`src/rtl/seven_seg_mux_if.sv`:
```
// seven_seg_mux_if: user-side data and display-pin signals of the seven-segment driver
interface seven_seg_mux_if #(parameter int DIGITS = 4);
  logic [4*DIGITS-1:0] values;
  logic [DIGITS-1:0] dp, blank, sel;
  logic lzb, load;
  logic [3:0] bright;
  logic [7:0] seg;
  modport master(output values, dp, blank, lzb, bright, load, input sel, seg);
  modport slave(input values, dp, blank, lzb, bright, load, output sel, seg);
endinterface

```
`src/rtl/seven_seg_mux.sv`:
```
// seven_seg_mux: scanned hex seven-segment driver with shadowed data, leading-zero/per-digit blanking and duty dimming
module seven_seg_mux #(
  parameter int DIGITS = 4,
  parameter int DIV = 16,
  parameter bit ACTIVE_LOW = 1
) (
  input logic clk,
  input logic rst_n,
  seven_seg_mux_if.slave bus
);
  localparam int IW = DIGITS > 1 ? $clog2(DIGITS) : 1;
  localparam logic [6:0] HEX [16] = '{7'h3F, 7'h06, 7'h5B, 7'h4F, 7'h66, 7'h6D, 7'h7D, 7'h07,
                                      7'h7F, 7'h6F, 7'h77, 7'h7C, 7'h39, 7'h5E, 7'h79, 7'h71};
  logic [DIV-1:0] cnt;
  logic [IW-1:0] idx;
  logic [4*DIGITS-1:0] sh_values;
  logic [DIGITS-1:0] sh_dp, sh_blank, sel_d, zero_up;
  logic sh_lzb, lit, acc;
  logic [3:0] nib;
  logic [7:0] seg_d;
  // zero_up[i]: digit i and every digit above it are zero
  always_comb begin
    acc = 1'b1;
    zero_up = '0;
    for (int i = DIGITS - 1; i >= 0; i--) begin
      acc = acc && sh_values[4*i+:4] == 4'h0;
      zero_up[i] = acc;
    end
    nib = sh_values[{idx, 2'b00}+:4];
    lit = !sh_blank[idx] && !(sh_lzb && idx != '0 && zero_up[idx]) && cnt[DIV-1-:4] < bus.bright;
    for (int i = 0; i < DIGITS; i++) sel_d[i] = lit && idx == IW'(i);
    seg_d = lit ? {sh_dp[idx], HEX[nib]} : 8'h00;
  end
  always_ff @(posedge clk or negedge rst_n) begin
    if (!rst_n) begin
      cnt <= '0;
      idx <= '0;
      sh_values <= '0;
      sh_dp <= '0;
      sh_blank <= '0;
      sh_lzb <= 1'b0;
      bus.sel <= {DIGITS{ACTIVE_LOW}};
      bus.seg <= {8{ACTIVE_LOW}};
    end else begin
      cnt <= cnt + 1'b1;
      if (&cnt) idx <= idx == IW'(DIGITS - 1) ? '0 : idx + 1'b1;
      if (bus.load) begin
        sh_values <= bus.values;
        sh_dp <= bus.dp;
        sh_blank <= bus.blank;
        sh_lzb <= bus.lzb;
      end
      bus.sel <= ACTIVE_LOW ? ~sel_d : sel_d;
      bus.seg <= ACTIVE_LOW ? ~seg_d : seg_d;
    end
  end
endmodule

```
`src/flat_wrapper.sv`:
```
// flat-port wrapper written by rule: the top's interface ports become plain ports
module seven_seg_mux_flat 
#(
  parameter int DIGITS = 4,
  parameter int DIV = 16,
  parameter bit ACTIVE_LOW = 1
)
  (clk, rst_n, bus_values, bus_dp, bus_blank, bus_lzb, bus_bright, bus_load, bus_sel, bus_seg);
  seven_seg_mux_if #(.DIGITS(DIGITS)) bus_i ();
  input logic clk;
  input logic rst_n;
  input wire logic [$bits(bus_i.values)-1:0] bus_values;
  input wire logic [$bits(bus_i.dp)-1:0] bus_dp;
  input wire logic [$bits(bus_i.blank)-1:0] bus_blank;
  input wire logic [$bits(bus_i.lzb)-1:0] bus_lzb;
  input wire logic [$bits(bus_i.bright)-1:0] bus_bright;
  input wire logic [$bits(bus_i.load)-1:0] bus_load;
  output wire logic [$bits(bus_i.sel)-1:0] bus_sel;
  output wire logic [$bits(bus_i.seg)-1:0] bus_seg;
  assign bus_i.values = bus_values;
  assign bus_i.dp = bus_dp;
  assign bus_i.blank = bus_blank;
  assign bus_i.lzb = bus_lzb;
  assign bus_i.bright = bus_bright;
  assign bus_i.load = bus_load;
  assign bus_sel = bus_i.sel;
  assign bus_seg = bus_i.seg;
  seven_seg_mux #(.DIGITS(DIGITS), .DIV(DIV), .ACTIVE_LOW(ACTIVE_LOW)) u_core (.clk(clk), .rst_n(rst_n), .bus(bus_i));
endmodule
```
`config.mk`:
```
export PLATFORM = sky130hd
export DESIGN_NAME = seven_seg_mux_flat
export DESIGN_NICKNAME = d
export VERILOG_FILES = /design/src/rtl/seven_seg_mux_if.sv /design/src/rtl/seven_seg_mux.sv /design/src/flat_wrapper.sv
export SDC_FILE = /design/constraint.sdc
export NUM_CORES = 1
export LEC_CHECK = 0
export CAP_MARGIN = 20
export CORE_AREA = 2 2 74 76
export CTS_BUF_LIST = sky130_fd_sc_hd__clkbuf_4 sky130_fd_sc_hd__clkbuf_8
export DETAILED_ROUTE_END_ITERATION = 8
export DIE_AREA = 0 0 76 78
export GPL_TIMING_DRIVEN = 1
export HOLD_SLACK_MARGIN = 0.15
export PLACE_DENSITY = 0.79
export SLEW_MARGIN = 5
export SYNTH_ARGS = -nofsm -noshare
export SYNTH_HDL_FRONTEND = slang
export SYNTH_SLANG_ARGS = --single-unit
```
`constraint.sdc`:
```
create_clock -name clk -period 3 [get_ports clk]
set_input_delay 0.45 -clock clk [delete_from_list [all_inputs] [get_ports clk]]
set_output_delay 0.45 -clock clk [all_outputs]
set_load 0.1 [all_outputs]
```
Fig. 1: logic cells by family
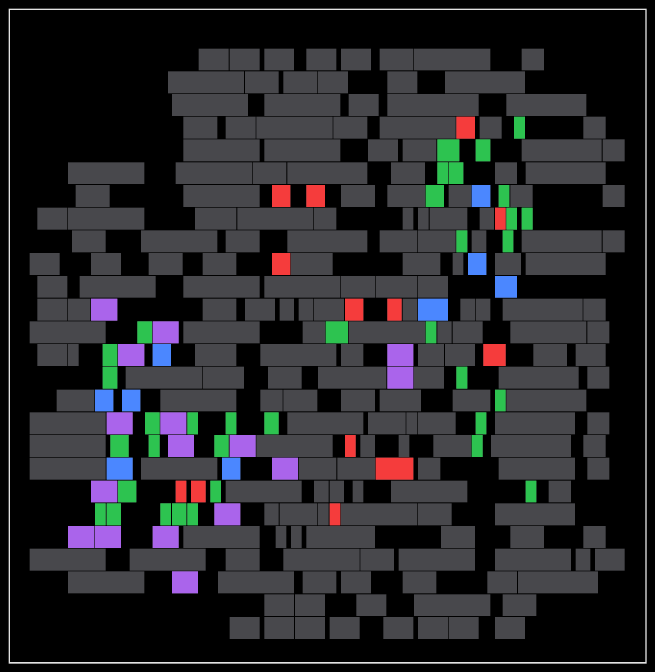
XOR/XNOR gates: in purple, cells 16. NOR gates: in red, cells 13. NAND gates: in green, cells 35. AND and OR gates: in blue, cells 9.

Fig. 2: clock distribution
Scale bar: 20 um.
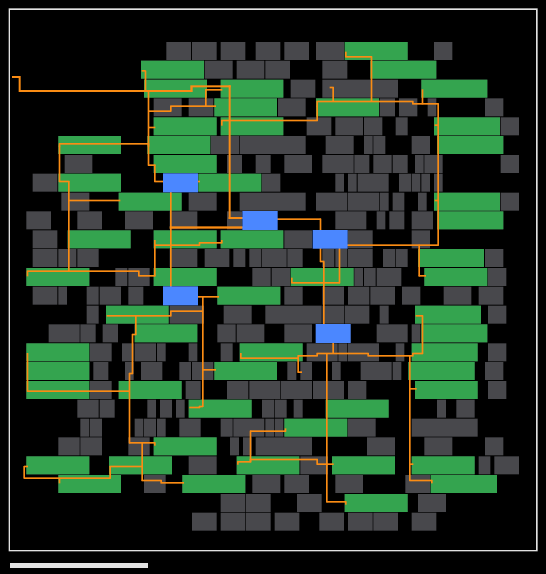
clock wires: in orange, length 565 um. flip-flops: in green, count 55. clock drivers: in blue, count 5.
Position of the flops: spread over the die.

==> job_summary.md <==
### Yosys + OpenROAD results

| Metric | Value |
|---|---|
| Outcome | finished clean |
| Post-synth EDFFs | 0 |
| PnR Total Power | 0.00169 W |
| Peak supply drop | 0.240 mV |
| Site Rows | 26 |
| Slew Viols, Final | 0 |
| Post-DP HPWL | 3.48 mm |
| Crit path max-delay family | multiplexers |
| Core Area | a little over 0.005 mm2 |
| Non-filler cells, final | 336 |
| Total Wirelength | about 4.6 mm |
| Synth Instances | 217 |
| Crit path required time | 3220 ps |
| # Taps | 70 |
| Non-clock buffer share | 13.7% |
| CP max stage cell | mux4_1 |
| Yosys reg bits | 55 |
| TritonCTS clock tree | yes |
| Clock Pin Slew Worst Setup and Hold Paths | around 90 ps |
| Ant diodes | 0 |
| Final worst setup slack | 566 ps |
| Combinational fraction of design power | 20.8% |
| GPL Wtd Cong | 0.818 |
| Comb area share | a little under two fifths |
| Clock power frac | 29.5% |
| Resized cells post-CTS | 0 |
| Clock Buffer Count | 6 |
| Worst path max stage delay | 680 ps |
| Setup repair after global routing missed its margin | no |
| Hold_buf cts | 1 |
| Count leader, synth | dfrtp_1 |
| Crit path kind | register to register |
| Largest net degree at the start of global routing | 26 |
| CTS Buffer Depth | 2 |
| Worst hold path class | register to register |
| Flop share of the area | 42.2% |
| YS warnings | 0 |
| Routed via count | 1,730 |
| Residual DRC | 0 |
| Remaining antenna violation count | 0 |
| Unique cell types | 40 |
| Clk tree area frac | approximately 3.6% |
| Pre-Repair DR Iteration Count | 5 |
| Worst Path Buf+Inv | 0 |
| Initial Util | 53.4% |
| Slew @ Worst Pin | 730 ps |
| DIE WIDTH | around 76 um |
| Seq_cells | 55 |
| Clk ins delay skew pair | 290 ps |
| Global route total overflow | 0 |
| Wire length per cell | 13.8 um |
| Top cells by area | dfrtp_1 40%, dfstp_2 12%, mux2_2 12%, ha_1 6.0%, xnor2_1 4.2% |
| Setup bufs post-CTS | 0 |
| FFs w/ async S/R, synth | 100% |
| Non-clock inverter count | 10 |
| Synth Seq Share | 51.6% |
| Post-synth top area cell | dfrtp_1 |
| Die Height | 78 um |
| Max_slew headroom | 49.9% |
| DR iter-0 viols | between 60 and 70 |
| WP data arrival | 2660 ps |
| Initial antenna violation count | 0 |
| Crit start category | register |
| Post-layout net count | 310 |
| TritonCTS Buffers | 5 |
| First-pass GRT wire length | 8.08 mm |
| Number of vias per cell | between 5 and 6 |
| CTS root buf | clkbuf_8 |
| H-tree Lvls | 2 |
| All-Layer GR Usage | 16.8% |
| Non-clock buffer count | roughly 50 |
| Multi-In Gates | 143 |
| Worst path cell trace | mux4_1 -> ha_1 -> or4b_2 -> o311ai_0 -> a21oi_1 -> a21oi_1 -> o21ai_0 |
| Area Overhead vs Synth | 22.3% |
| Top pwr grp | sequential cells |
| Top Layout Cells | 43 x dfrtp_1, 30 x clkdlybuf4s50_1, 28 x mux2_2, 20 x nand2_1, 18 x buf_4 |
| Cell mode on critical path | a21oi_1 |
| Fmax | between 0.4 and 0.5 GHz |
| Post-layout minimum cycle time | 2430 ps |
| Clock sink total | 55 |
| Hold_ws | 471 ps |
| Leak Pwr | roughly 1.4 nW |
| Layout cells sized above 1 | between 20% and 30% |
| Vias in the first global route | 1,738 |
| Post-route setup TNS | 0 ps |
| Final setup fails | 0 |
| Internal power | 0.00121 W |
| Tool warnings | 33 |
| Max_cap viols | 0 |
| Sequential Power | 0.000838 W |
| Yosys stat area | 0.00270 mm2 |
| Flop pwr share | 49.7% |
| IO Count | 44 |
| Comb group | approximately 0.00035 W |
| Chip area | slightly below 0.006 mm2 |
| Mapped cell area | ~0.0027 mm2 |
| Sw Share | 28.4% |
| Synth Net Count | between 200 and 300 |
| Filler cells | slightly above 400 |
| Final hold violation count | 0 |
| Multi-input logic area | 0.00121 mm2 |
| Synth top cells by count | 43 x dfrtp_1, 28 x mux2_2, 20 x nand2_1 |
| Final Skew | 4.18 ps |
| Number of cells in Yosys stat | roughly 220 |
| Top class by area | sequential cells |
| Post-Place Cells | about 330 |
| Most used logic cell in the final layout | dfrtp_1 |
| Crit path max fanout | 6 |
| Flop area | between 0.001 and 0.0015 mm2 |
| Setup WS pre-CTS | 591 ps |
| Final cycle utilization of the critical path | roughly four fifths |
| Clock group power | approximately 0.00050 W |
| Avg Inst Size Synth | 12.4 um2 |
| Sw power | 0.000480 W |
| Main synth FF type | dfrtp_1 |
| Port bufs | 43 |
| CP endpoint kind | register |
| Area leader share | 39.9% |
| Power Density | 512 mW/mm2 |
Fig. 3: cell classes on the final placement
Scale bar: 20 um.
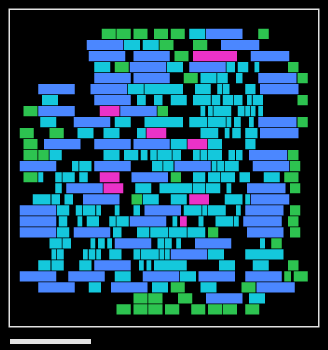
other buffers and delay cells: in green, cells 50, share of their area 14%. clock drivers and dummy loads: in magenta, cells 8, share of their area 3.7%. flops: in blue, cells 55, share of their area 43%. combinational and other logic: in cyan, cells 153, share of their area 39%.

-- worst paths after layout --
check | to | slack [ps] | depth (start not counted) | from
max | u_core.bus.seg[0] | 570 | 7 | u_core.idx[0]
min | u_core.cnt[4] | 470 | 1 | u_core.cnt[4]
max reg2reg | u_core.bus.seg[0] | 570 | 7 | u_core.idx[0]
min reg2reg | u_core.cnt[4] | 470 | 1 | u_core.cnt[4]
max in group asynchronous | u_core.idx[1] | 1730 | 3 | rst_n
min in group asynchronous | u_core.sh_dp[3] | 630 | 2 | rst_n
-- routing by layer --
layer / share of wire (%) / up-vias / GRT usage, %
met5: 0 / - / 0
met4: 0.41 / 0 / 4.00
met3: 2.5 / 2 / 2.44
met2: 50 / 24 / 28.9
met1: 47 / 845 / 22.6
li1: - / 859 / -
-- kinds of logic (layout without fill, tap and decap cells) --
| kind of cell | Yosys count | in the layout | synth area share (%) |
|---|---|---|---|
| AND/OR/NAND/NOR | 57 | 57 | 11.1 |
| flip-flops | 55 | 55 | 51.6 |
| multiplexers | 39 | 39 | 18.5 |
| AND-OR/OR-AND | 18 | 18 | 4.09 |
| adder cells (fa/ha/maj) | 13 | 13 | 6.04 |
| XOR/XNOR | 16 | 16 | 5.20 |
| buffers and inverters | 19 | 68 | 3.44 |
-- flip-flops by register name (all words and copies together), names as in the netlist --
name / cells
u_core.cnt: 16
u_core.sh_lzb: 1
u_core.bus.sel: 4
u_core.sh_blank: 4
u_core.bus.seg: 8
u_core.sh_values: 16
u_core.idx: 2
u_core.sh_dp: 4
-- through the flow --
| step | util, % | instance area, um2 |
|---|---|---|
| 2_1_floorplan | - | 2700 |
| 3_3_place_gp | 62.8 | 3170 |
| 3_5_place_dp | 62.8 | 3170 |
| 4_1_cts | 65.4 | 3300 |
| 5_1_grt | 65.4 | 3300 |
| 6_report | 65.4 | 3300 |
Power and IR drop assume default switching activity.
